Design pc_sequencer, sky130hd; sources not shown.
Run 1, the clock network:
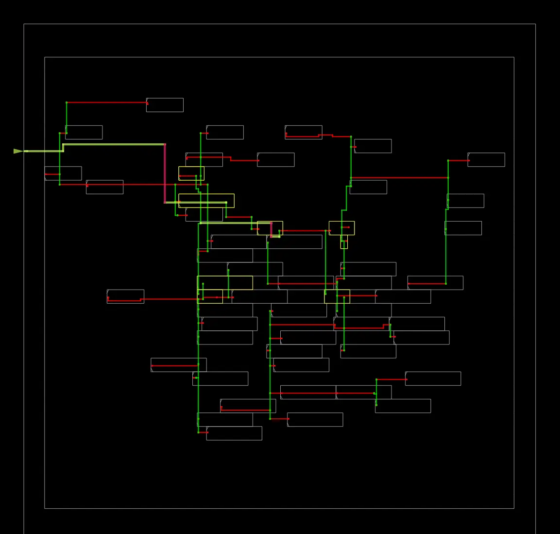
# clk buffers: 6
Worst-Skew Late Latency: 0.30 ns
CTS Sinks: 47

Run 1, metal 2:
(4 px per um)
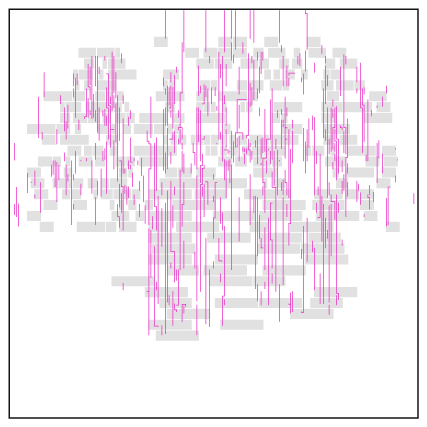
The layer carries 2670 um of wire. The layer holds 46% of the routed length.
met2 usage: 0.1886
Vias: 1851
routed wire length: 5828 um

Run 1, signal wires by layer:
(6 px per um) Only two layers are drawn.
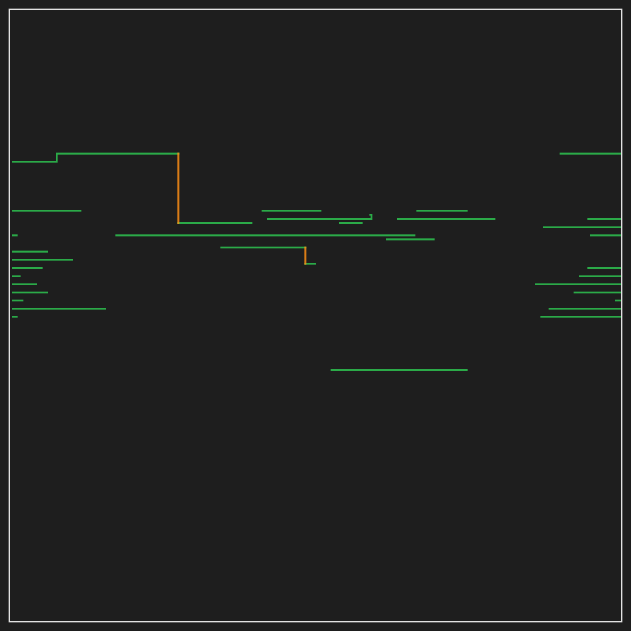
Key: orange = metal 4 [wire length 14.3 um]; green = metal 3 [wire length 345 um]
DR WL/cell: 16.19 um
global-route total usage across every layer: 0.1203

==> flow_summary.yaml, run 1 <==
# generated from flow reports
outcome:
  status: "finished, final reports clean"
pwr:
  maxPowerGroup: "registers"
  p_int_mw: 1.063
  pg_seq_uw: 668
  pwr-share-seq: 0.483
  comb_power_share: 0.161
  p_leak_nw: 1.139
  swShare: 0.2318
  p_switching_uw: 320.7
  clock_power_uw: 493
  p_comb_uw: 223
  ir_worst_vdd_mv: 0.1647
  clkPwrFrac: 0.356
drt:
  dr.pass1.iters: 4
  drtIter0Drc: 85
  via_per_inst: 5.142
floorplanning:
  die_h_um: 101.8
  die_w_um: 101.8
  chip_area_sq_mm: 0.01037
  fp-row-count: 33
  core_area_sq_mm: 0.008382
  fp_util: 0.3150
timing:
  finalHoldViolCount: 0
  maxSlewHeadroom: 0.6152
  finalClockPeriodUsage: 0.7171
  max_freq_mhz: 422.6
  slew_violations: 0
  setup_viol: 0
  period_needed_ns: 2.366
  fin_skew_ns: 0.01501
  grt_setup_unrepaired: "no"
  fin_tns_setup_ns: 0
  worst_slew_pin_slew_ns: 0.5741
  hold_slack_ns: 0.5707
clock_network:
  cts_tree: "yes"
  cts_buffers: 5
  h-tree-depth: 2
  cts_resized: 0
  cts_setup_buffers: 0
  ctsHoldBuffers: 0
  clk_path_buf_depth: 2
worst_setup_path:
  ff2ff_path_depth: 7
  critPathArrivalTime_ns: 2.31
  critPathRequiredTime_ns: 3.24
  reg2reg_slack_ns: 0.98
  crit_type: "in2reg"
  endpoint_kind: "flip-flop"
  start_kind: "input port"
  crit_fanout: 14
finish:
  diodes: 0
  nNetsFinal: 293
  post-route-util: 0.3836
  lay_top_cells: "clkdlybuf4s50_1 (32), edfxtp_1 (32), ha_1 (15), dfxtp_1 (15), nand2_1 (12)"
  area_delta_synth_final_pct: 21.80
  n_fill_cell: 826
yosys:
  synth_cell_types: 50
  ys_cells: 219
  synth_seq_share: 0.4777
  synthCells: 219
  yosysTopAreaCellShare: 0.3640
  ys_chip_area_sq_mm: 0.002640
  avgSynthCellArea_sq_um: 12.05
  syn_area_sq_mm: 0.002640
  async_flop_share: 0
  synth.ff_latch_count: 47
  synth_warnings: 6
  topCellsByArea: "edfxtp_1 (36%), dfxtp_1 (11%), ha_1 (7.1%), mux4_2 (6.8%), a221oi_2 (2.8%)"
  synth-main-ff-cell: "edfxtp_1"
placed_design:
  placed_cell_area_sq_mm: 0.003083
  place_congestion: 0.7990
  io_buffer_count: 32
hold_path:
  holdPathStages: 2
  hp-class: "reg2reg"
global_routing:
  grt_pass1_wl_um: 9701
  grt.overflow.total: 0
  grt_max_degree: 21
run:
  maxCapViolations: 0
  warning_count: 31
==> run 1: Yosys cell counts (all sizes together) (7+ instances only) <==
| cell type | number |
|---|---|
| inv | 11 |
| a221oi | 7 |
| a21oi | 12 |
| mux4 | 8 |
| nand2 | 12 |
| o21ai | 10 |
| nand3 | 7 |
| dfxtp | 15 |
| ha | 15 |
| edfxtp | 32 |
==> run 1: per-stage QoR <==
| stage | power (mW) | setup slack [ns] | cells |
|---|---|---|---|
| 2_1_floorplan | 0.8142 | 0.9884 | 219 |
| 5_1_grt | 1.451 | 0.7363 | 360 |
| 3_5_place_dp | 0.9057 | 0.6129 | 352 |
| 6_report | 1.383 | 0.9337 | 360 |
| 3_3_place_gp | 0.9042 | 0.6964 | 352 |
| 4_1_cts | 1.398 | 0.9267 | 360 |
==> run 1: per-layer routing <==
layer | GRT usage | wire length, um
met1 | 0.1710 | 2796
met2 | 0.1886 | 2672
met3 | 0.03140 | 345
met4 | 0.02119 | 14
met5 | 0 | 0
==> run 1: cells by family after synthesis <==
family | share of synthesized area
AND-OR/OR-AND | 0.1626
buffers and inverters | 0.03033
multiplexers | 0.08862
XOR/XNOR | 0.02986
adder cells (fa/ha/maj) | 0.07867
flip-flops | 0.4777
AND/OR/NAND/NOR | 0.1322
==> run 1: layout make-up <==
cell class	instances	area, sq um	area share
clock buffer	6	72.57	0.02257
clock inverter	2	60.06	0.01868
timing repair buffer	36	350.3	0.1089
multi-input combinational	153	1299	0.4039
tap	105	131.4	0.04086
inverter	11	41.29	0.01284
sequential	47	1261	0.3922
==> run 1: worst max-delay path, stage by stage <==
cell,delay [ns]
clkdlybuf4s50_1,0.53
nor2_1,0.15
and2_1,0.43
nor2b_1,0.27
and2_1,0.43
Run 1, close-up of the layout:
Region (66, 66) to (86, 86) um. Cells in grey, sequential cells in the stronger grey; small squares are vias.
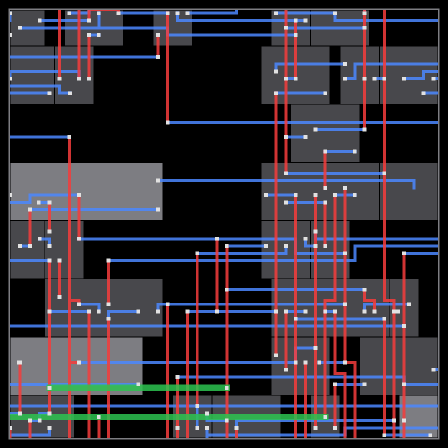

==> run 2, diff against run 1 <==
clock period = 1.9 ns   (was 3.3 ns; I/O delays follow)
Run 2, close-up of the layout:
Region (66, 66) to (86, 86) um. Cells in grey, sequential cells in the stronger grey; small squares are vias.
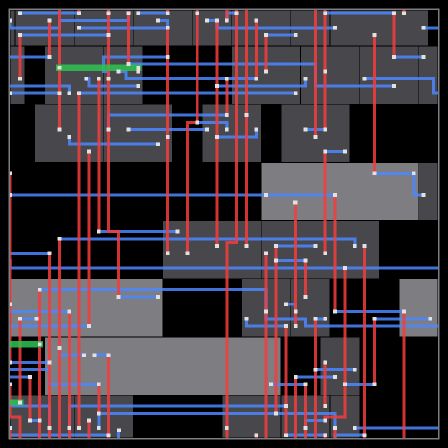
Key: red = metal 2; green = metal 3; blue = metal 1
Most frequent: buf_4 (6). 29 logic cells have their middle in the window. Sequential cells in the window: 3.

==> run 2 against run 1 <==
Clock power increased by 17%. Clock skew decreased by 0.0075 ns. Sequential share of layout area decreased by 3.3 points. Power increased by 59%. Cell count increased by 11%. Clock-buffer cell count decreased by 1. Via count increased by 12%. Sequential power increased by 71%. Combinational power increased by 120%. Non-clock buffer count increased by 39. Synthesized cell count unchanged. Critical endpoint is now pc_out[1].
==> flow_summary.yaml, run 2 <==
# generated from flow reports
run:
  warning_count: 31
global_routing:
  grt_pass1_wl_um: 10210
  grt.overflow.total: 0
  track_usage: 0.1267
  grt_max_degree: 21
worst_setup_path:
  cp_slowest_cell: "a221o_1"
  cp_cell_sequence: "inv_4, ha_4, mux4_2, a221o_1, a221oi_2, nor3_1"
  reg2reg_slack_ns: 0.08
  crit_fanout: 10
  crit_family: "AND-OR/OR-AND gates"
  critPathRequiredTime_ns: 2.09
  crit_type: "reg2reg"
  ff2ff_path_depth: 6
  worstSetupPathDepth: 6
  critPathArrivalTime_ns: 2.01
  max_stage_delay_ns: 0.38
  crit_buf_inv: 1
  start_kind: "flip-flop"
clock_network:
  cts_resized: 3
  ctsHoldBuffers: 0
  insertion_delay_ns: 0.29
  cts_setup_buffers: 0
  cts_tree: "yes"
  clk_path_buf_depth: 2
  clkSinkCount: 47
  cts_buffers: 5
  h-tree-depth: 2
timing:
  period_needed_ns: 1.819
  finalClockPeriodUsage: 0.9572
  max_freq_mhz: 549.8
  maxSlewHeadroom: 0.6779
  fin_tns_setup_ns: 0
  grt_setup_unrepaired: "no"
  finalHoldViolCount: 0
  worst_slew_pin_slew_ns: 0.4815
  fin_skew_ns: 0.007516
  slew_violations: 0
finish:
  area_delta_synth_final_pct: 32.94
  nNetsFinal: 332
  logic_area_sq_mm: 0.001330
  seq_area_sq_mm: 0.001262
  largest_reg_flops: 32
  diodes: 0
  post-route-util: 0.4187
  lay_top_cells: "buf_4 (42), edfxtp_1 (32), clkdlybuf4s50_1 (31), dfxtp_1 (14), ha_1 (13)"
  n_fill_cell: 813
yosys:
  ys_cells: 219
  synth_warnings: 6
  syn_area_sq_mm: 0.002640
  adder_share: 0.07867
  synth.ff_latch_count: 47
  synth_cell_types: 50
  synth_seq_share: 0.4777
  synthCells: 219
  synth-main-ff-cell: "edfxtp_1"
  yosys.cell_count.top_type: "edfxtp_1"
  topCellsByArea: "edfxtp_1 (36%), dfxtp_1 (11%), ha_1 (7.1%), mux4_2 (6.8%), a221oi_2 (2.8%)"
  ys_sh_aoi: 0.1626
  avgSynthCellArea_sq_um: 12.05
  simple_gate_share: 0.1322
  top_cells_by_count: "edfxtp_1 (32), dfxtp_1 (15), ha_1 (15), nand2_1 (12)"
  ys_chip_area_sq_mm: 0.002640
  muxShareOfSynthArea: 0.08863
  synth-xor-area-share: 0.02986
  async_flop_share: 0
  synthTopLogicFamily: "AND-OR/OR-AND gates"
  yosysTopAreaCellShare: 0.3640
placed_design:
  io_buffer_count: 32
  post-dp-hpwl_um: 4824
  place_congestion: 0.7609
  placed_cell_area_sq_mm: 0.003405
hold_path:
  holdPathStages: 4
pwr:
  ir_worst_vdd_mv: 0.3084
  p_leak_nw: 1.327
  p_total_mw: 2.206
drt:
  wire_per_inst_um: 15.73
  via_per_inst: 5.201
  totalWireLength_um: 6276
  dr.pass1.iters: 4
  drtIter0Drc: 108
floorplanning:
  fp-row-count: 33
  die_w_um: 101.8
  die_h_um: 101.8
  core_area_sq_mm: 0.008382
  io_pins: 33
  chip_area_sq_mm: 0.01037
  fp_util: 0.3150
outcome:
  status: "finished, final reports clean"
Run 2, metal 2:
(4 px per um)
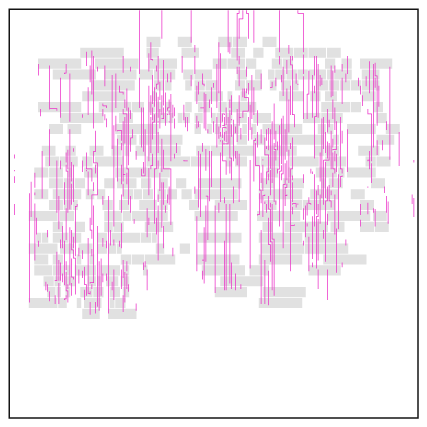
The layer carries 2900 um of wire. The longest straight run is 29.2 um. 286 nets have wire on it. The wires run mostly vertical.
met2 usage: 0.2017
Vias: 2075

[run 2: netlist changes by cell type in the layout (fill, tap and decap cells not counted), moves of 2 or more]
cell	previous run	this run
bufinv_16	2	0
a211oi_1	3	1
buf_4	4	42
a211oi_2	1	3
clkinv_1	0	2
ha_1	15	13
[run 2: layer usage]
metal | vias to the layer above | GRT usage | wire length [um]
li1 | 1000 | - | -
met1 | 1010 | 0.1756 | 3003
met2 | 63 | 0.2017 | 2900
met3 | 2 | 0.03549 | 362
met4 | 0 | 0.02321 | 9
met5 | - | 0 | 0
[run 2: tightest hold or removal path: cells and delay by family]
kind                     cells  cell delay (ns)
adder cells (fa/ha/maj)      1             0.26
buffers and inverters        1             0.09
AND/OR/NAND/NOR              1             0.07
AND-OR/OR-AND                1             0.05
[run 2: logic make-up after synthesis]
group | after synthesis
and+or+nand+nor | 60
xor gates and xnor gates | 9
adders and majority gates | 16
buffers and inverters | 19
DFF | 47
AOI/OAI and AO/OA | 55
muxes | 13
[run 2: metrics by stage]
stage | setup slack [ns] | std cells
floorplan | 0.007107 | 219
global placement | -0.3401 | 391
detailed placement | -0.3739 | 391
CTS | 0.02178 | 399
global route | 0.0008897 | 399
finish | 0.08131 | 399
[run 2: final cells by class]
class	instances	share of cell area
Clock inverter	3	0.004278
Inverter	11	0.01248
Tap cell	105	0.03743
Timing Repair Buffer	75	0.1875
Sequential cell	47	0.3597
Clock buffer	5	0.01961
Multi-Input combinational cell	153	0.3790
[run 2: power breakdown]
group | internal [mW] | leakage [nW] | switching, mW
combinational | 0.257 | 0.872 | 0.229
clock | 0.250 | 0.0392 | 0.325
sequential | 1.12 | 0.416 | 0.0196
total | 1.63 | 1.33 | 0.575
Power figures rest on the tool's default switching activity, not on a simulated workload.
